### Placed cells, one color a class

The bar under the picture is 50 um long. Fill, decap, tap and diode cells in gray.
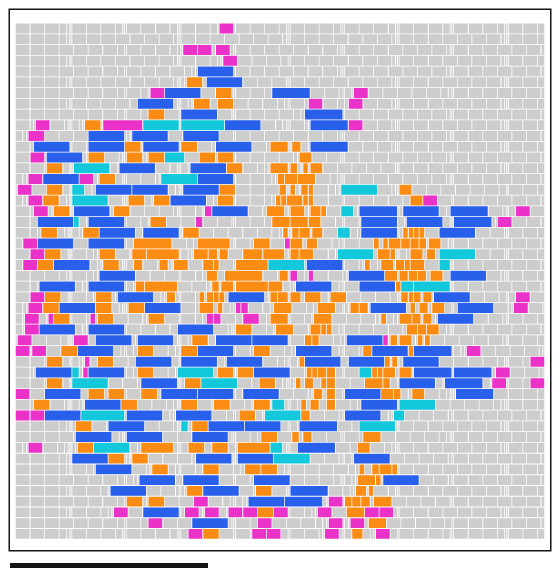
### Routed metal, one color a layer

The bar under the picture is 50 um long. Two of the layers only.
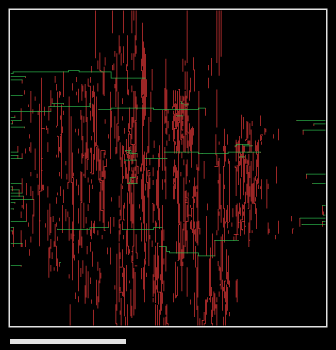
### Register map, names as in the netlist

The bar under the picture is 50 um long. Other sequential cells in the stronger gray, the rest of the logic in the fainter gray.
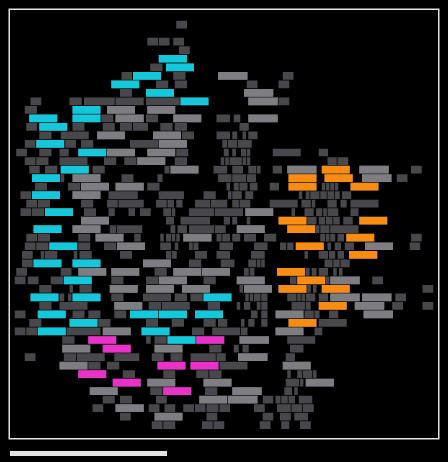
### Routing congestion map

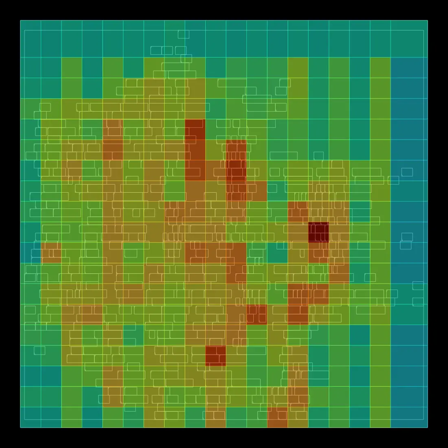
File: config.mk
export PLATFORM = sky130hd
export DESIGN_NAME = sevenseg_scanner
export DESIGN_NICKNAME = d
export VERILOG_FILES = /design/src/rtl/sevenseg_pkg.sv /design/src/rtl/sevenseg_decode.sv /design/src/rtl/sevenseg_scanner.sv
export SDC_FILE = /design/constraint.sdc
export NUM_CORES = 1
export LEC_CHECK = 0
export CORE_UTILIZATION = 30
export DETAILED_ROUTE_END_ITERATION = 8
export GPL_TIMING_DRIVEN = 0
export SLEW_MARGIN = 25
export SYNTH_ARGS = -nofsm -noshare
export SYNTH_HDL_FRONTEND = slang
export SYNTH_SLANG_ARGS = --single-unit
export TNS_END_PERCENT = 50
File: constraint.sdc
create_clock -name clk -period 7.2 [get_ports clk]
set_input_delay 2.16 -clock clk [delete_from_list [all_inputs] [get_ports clk]]
set_output_delay 2.16 -clock clk [all_outputs]
set_load 0.05 [all_outputs]
File: src/rtl/sevenseg_pkg.sv
// -----------------------------------------------------------------------------
// sevenseg_pkg
// Shared constants for the seven-segment scanner.
//   SEG_W          : segment vector width ({a,b,c,d,e,f,g})
//   SEG_BLANK      : all segments off (active-low)
//   HEX_SEG_TABLE  : active-low segment pattern per hex nibble, index = nibble
// -----------------------------------------------------------------------------
package sevenseg_pkg;

   localparam int SEG_W = 7;

   localparam logic [SEG_W-1:0] SEG_BLANK = 7'b1111111;

   // Packed array: element 15 is the leftmost entry, element 0 the rightmost.
   localparam logic [15:0][SEG_W-1:0] HEX_SEG_TABLE = {
      7'b0111000,   // F
      7'b0110000,   // E
      7'b1000010,   // d
      7'b0110001,   // C
      7'b1100000,   // b
      7'b0001000,   // A
      7'b0000100,   // 9
      7'b0000000,   // 8
      7'b0001111,   // 7
      7'b0100000,   // 6
      7'b0100100,   // 5
      7'b1001100,   // 4
      7'b0000110,   // 3
      7'b0010010,   // 2
      7'b1001111,   // 1
      7'b0000001    // 0
   };

endpackage

File: src/rtl/sevenseg_decode.sv
// -----------------------------------------------------------------------------
// sevenseg_decode
// Purely combinational hex nibble to active-low seven-segment pattern.
//   i_nibble : hex digit 0..F
//   o_seg    : {a,b,c,d,e,f,g}, active-low
// -----------------------------------------------------------------------------
module sevenseg_decode
   import sevenseg_pkg::*;
(
   input  logic [3:0]       i_nibble,
   output logic [SEG_W-1:0] o_seg
);

   assign o_seg = HEX_SEG_TABLE[i_nibble];

endmodule

File: src/rtl/sevenseg_scanner.sv
// -----------------------------------------------------------------------------
// sevenseg_scanner
// Time-multiplexed driver for NUM_DIGITS common-anode seven-segment digits.
//   clk, rstn  : clock, asynchronous active-low reset
//   i_value    : hex nibbles, nibble k shown on digit k
//   i_dp       : decimal-point request per digit
//   i_load     : one-cycle strobe capturing i_value / i_dp into pending
//   i_lzb      : leading-zero blanking enable, captured at each slot start
//   i_bright   : PWM brightness, 0 dimmest .. 15 always on
//   o_an       : active-low anodes, at most one low
//   o_seg      : active-low segments {a..g}
//   o_dp       : active-low decimal point
//   o_frame    : one-cycle pulse when the shadow register takes pending
// Pending data only reaches the display at a frame wrap, so a frame never
// mixes digits from two different loads.
// -----------------------------------------------------------------------------
module sevenseg_scanner
   import sevenseg_pkg::*;
#(
   parameter int NUM_DIGITS = 8,
   parameter int PRESCALE   = 100000
)
(
   input  logic                    clk,
   input  logic                    rstn,
   input  logic [4*NUM_DIGITS-1:0] i_value,
   input  logic [NUM_DIGITS-1:0]   i_dp,
   input  logic                    i_load,
   input  logic                    i_lzb,
   input  logic [3:0]              i_bright,
   output logic [NUM_DIGITS-1:0]   o_an,
   output logic [SEG_W-1:0]        o_seg,
   output logic                    o_dp,
   output logic                    o_frame
);

   localparam int DIG_W = (NUM_DIGITS > 1) ? $clog2(NUM_DIGITS) : 1;
   localparam int CNT_W = $clog2(PRESCALE);
   localparam logic [CNT_W-1:0] SLOT_LAST = CNT_W'(PRESCALE - 1);
   localparam logic [DIG_W-1:0] DIG_LAST  = DIG_W'(NUM_DIGITS - 1);

   logic [CNT_W-1:0]        slot_cnt_q, slot_cnt_d;
   logic [DIG_W-1:0]        digit_q,    digit_d;
   logic [3:0]              pwm_q,      pwm_d;
   logic                    lzb_q,      lzb_d;
   logic [4*NUM_DIGITS-1:0] pend_val_q, pend_val_d;
   logic [NUM_DIGITS-1:0]   pend_dp_q,  pend_dp_d;
   logic [4*NUM_DIGITS-1:0] shad_val_q, shad_val_d;
   logic [NUM_DIGITS-1:0]   shad_dp_q,  shad_dp_d;
   logic [NUM_DIGITS-1:0]   an_q,       an_d;
   logic [SEG_W-1:0]        seg_q,      seg_d;
   logic                    dp_q,       dp_d;
   logic                    frame_q,    frame_d;

   logic                    slot_end;
   logic                    frame_wrap;
   logic [3:0]              cur_nib;
   logic [SEG_W-1:0]        cur_pat;
   logic [DIG_W-1:0]        top_idx;
   logic                    blank;
   logic                    lit;

   sevenseg_decode u_decode (
      .i_nibble (cur_nib),
      .o_seg    (cur_pat)
   );

   assign slot_end   = (slot_cnt_q == SLOT_LAST);
   assign frame_wrap = slot_end && (digit_q == DIG_LAST);
   assign cur_nib    = shad_val_q[4*int'(digit_q) +: 4];

   // Highest digit holding a nonzero nibble; digits above it are leading zeros.
   always_comb begin
      top_idx = '0;
      for (int i = 0; i < NUM_DIGITS; i++) begin
         if (shad_val_q[4*i +: 4] != 4'd0) top_idx = DIG_W'(i);
      end
   end

   always_comb begin
      slot_cnt_d = slot_end ? '0 : slot_cnt_q + 1'b1;
      digit_d    = digit_q;
      if (slot_end) digit_d = (digit_q == DIG_LAST) ? '0 : digit_q + 1'b1;
      pwm_d      = pwm_q + 4'd1;
      lzb_d      = slot_end ? i_lzb : lzb_q;

      pend_val_d = pend_val_q;
      pend_dp_d  = pend_dp_q;
      if (i_load) begin
         pend_val_d = i_value;
         pend_dp_d  = i_dp;
      end

      // The shadow reads the registered pending, so a strobe landing on the
      // wrap cycle is deferred to the following frame.
      shad_val_d = shad_val_q;
      shad_dp_d  = shad_dp_q;
      if (frame_wrap) begin
         shad_val_d = pend_val_q;
         shad_dp_d  = pend_dp_q;
      end
   end

   // Anode, segments and dp are all derived from the same digit index and
   // registered together, so a digit never shows its neighbour's pattern.
   always_comb begin
      blank   = lzb_q && (digit_q > top_idx);
      lit     = !blank && (pwm_q <= i_bright);
      an_d    = '1;
      if (lit) an_d[digit_q] = 1'b0;
      seg_d   = blank ? SEG_BLANK : cur_pat;
      dp_d    = ~(shad_dp_q[digit_q] & lit);
      frame_d = frame_wrap;
   end

   always_ff @(posedge clk or negedge rstn) begin
      if (!rstn) begin
         slot_cnt_q <= '0;
         digit_q    <= '0;
         pwm_q      <= '0;
         lzb_q      <= 1'b0;
         pend_val_q <= '0;
         pend_dp_q  <= '0;
         shad_val_q <= '0;
         shad_dp_q  <= '0;
         an_q       <= '1;
         seg_q      <= SEG_BLANK;
         dp_q       <= 1'b1;
         frame_q    <= 1'b0;
      end else begin
         slot_cnt_q <= slot_cnt_d;
         digit_q    <= digit_d;
         pwm_q      <= pwm_d;
         lzb_q      <= lzb_d;
         pend_val_q <= pend_val_d;
         pend_dp_q  <= pend_dp_d;
         shad_val_q <= shad_val_d;
         shad_dp_q  <= shad_dp_d;
         an_q       <= an_d;
         seg_q      <= seg_d;
         dp_q       <= dp_d;
         frame_q    <= frame_d;
      end
   end

   assign o_an    = an_q;
   assign o_seg   = seg_q;
   assign o_dp    = dp_q;
   assign o_frame = frame_q;

endmodule

==> results.json <==
{
  "synthSimpleGateAreaFrac_pct": 8.38,
  "status": "complete, no violations",
  "warnings": 31,
  "async_reset_ff_share_pct": 100,
  "synth_seq_share_pct": 56.5,
  "topCombFamilyByArea": "multiplexers",
  "min_path_cells": 1,
  "setup_viol": 0,
  "max_freq_mhz": 257,
  "slew_headroom_pct": 55.2,
  "ios": 65,
  "fp-utilization_pct": 31.1,
  "clkPwrFrac_pct": 51.0,
  "cp_cell_sequence": "clkdlybuf4s50_1",
  "swShare_pct": 21.6,
  "powerClk_mw": 0.830,
  "rr_startpoint": "shad_val_q[31]$_DFFE_PN0P_",
  "floorplan.nets": 461,
  "logic_area_um2": 2240,
  "clockBufferDepth": 2,
  "syn-mean-instance-area_um2": 13.7,
  "syn_area_um2": 5440,
  "gp_congestion": 0.852,
  "slowest_stage": "clkdlybuf4s50_1",
  "logic_gate_count": 246,
  "preCtsSetupSlack_ns": 2.93,
  "syn-instance-count": 396,
  "area_growth_pct": 28.2,
  "p_sw_mw": 0.350,
  "stdcell_count": 717,
  "die_h_um": 137,
  "ys_sh_adder_pct": 3.91,
  "crit_required_ns": 5.04,
  "cts_resized": 0,
  "antenna_left": 0,
  "avgRoutedWirePerCell_um": 15.1,
  "htreeDepth": 4,
  "critPathArrivalTime_ns": 1.73,
  "top_cells_by_count": "dfrtp_1 (106), mux2_2 (81), ha_1 (17), nor2_1 (17)",
  "worst_slew_pin_slew_ns": 0.669,
  "fin_nets": 544,
  "crit_start": "o_seg[6]$_DFF_PN1_",
  "grt_max_degree": 63,
  "power_mw": 1.62,
  "grt_pass1_vias": 3601,
  "cts_setup_buffers": 0,
  "drc": 0,
  "hold_slack_ns": 0.492,
  "critPathCaptureType": "output port",
  "row_count": 48,
  "top_power_group": "the clock network",
  "crit_fanout": 1,
  "drtIter0Drc": 177,
  "seqPwrFrac_pct": 44.5,
  "critPathKind": "reg2out",
  "clk_pin_slew_ns": 0.05,
  "ir_drop_v": 0.000166,
  "endpoint": "o_seg[6]",
  "hpwlAfterDp_um": 8050,
  "yosys_area_um2": 5440,
  "worstSetupPathDepth": 1,
  "flop_cell": "dfrtp_1",
  "drive_gt1_share_pct": 29.9,
  "reg_top3": "pend_val_q: 32 flops, shad_val_q: 32 flops, slot_cnt_q: 17 flops",
  "clk_latency_ns": 0.41,
  "fin_crit_sh_pct": 54.0,
  "critPathBufInv": 1,
  "nFillCells": 1626,
  "cts_tree": "done",
  "postCtsHoldBufs": 0,
  "p_comb_mw": 0.0730,
  "top_cell": "dfrtp_1",
  "placed_area_um2": 6380,
  "topCellsByArea": "dfrtp_1 (49%), mux2_2 (17%), dfstp_2 (7.7%)",
  "finalCriticalPeriod_ns": 3.89,
  "rsz0062_at_grt": "no",
  "num-clock-buffers": 19,
  "cp_top_family": "buffers and inverters",
  "comb_share_pct": 32.2,
  "ys_sh_xor_pct": 2.90,
  "yosysCellCount": 396,
  "numClockSinks": 122,
  "antenna_found_initial": 0,
  "hp-class": "reg2reg"
}
About 'Placed cells, one color a class':
class	color	cells	share of their area
sequential cells	blue	122	46%
remaining logic cells	orange	259	34%
clock drivers and dummy loads	cyan	32	8.8%
remaining buffers and delay cells	magenta	79	11%
final core occ: 39.9%
Post-Layout Inst Area: 6970 um2
core area: 17500 um2
flop share of the area: 44.1%

About 'Routed metal, one color a layer':
layer	color	wire length
M2	red	5460 um
M3	green	475 um

About 'Register map, names as in the netlist':
name in the netlist	color	sequential cells
shad_dp_q	magenta	8
pend_val_q	cyan	32
slot_cnt_q	orange	17
Seq. cell area: 3070 um2
Seq group: 0.722 mW

About 'Routing congestion map':
GR Util met1: 16.1%
total track usage: 13.1%
Most Crowded Layer GR: met2
met2 Usage GRT: 21.8%

cells in the final DEF, fill, tap and decap left out, types with 3 or more instances in the layout:
cell / n
nand2_1: 16
mux4_2: 7
mux2_1: 3
buf_2: 6
nor2b_1: 5
o21a_1: 3
ha_1: 17
and2_1: 3
buf_1: 3
mux2_2: 81
mux2i_1: 7
nand3b_1: 3
inv_1: 12
clkdlybuf4s50_1: 62
a21oi_1: 3
clkbuf_1: 6
nand3_1: 9
xor2_1: 8
o21ai_0: 4
dfrtp_1: 106
nor4_1: 7
xnor2_1: 10
nor2_1: 17
clkinv_4: 6
o211ai_1: 4
dfstp_2: 16
nand4_1: 15
clkbuf_16: 17
per-layer routing:
layer	wire length, um	track usage [%]	share of wire [%]
met2	5460	21.8	50
met4	109	4.26	1.0
met1	4790	16.1	44
met5	0	0	0
met3	475	4.30	4.4
Power and IR drop assume default switching activity.
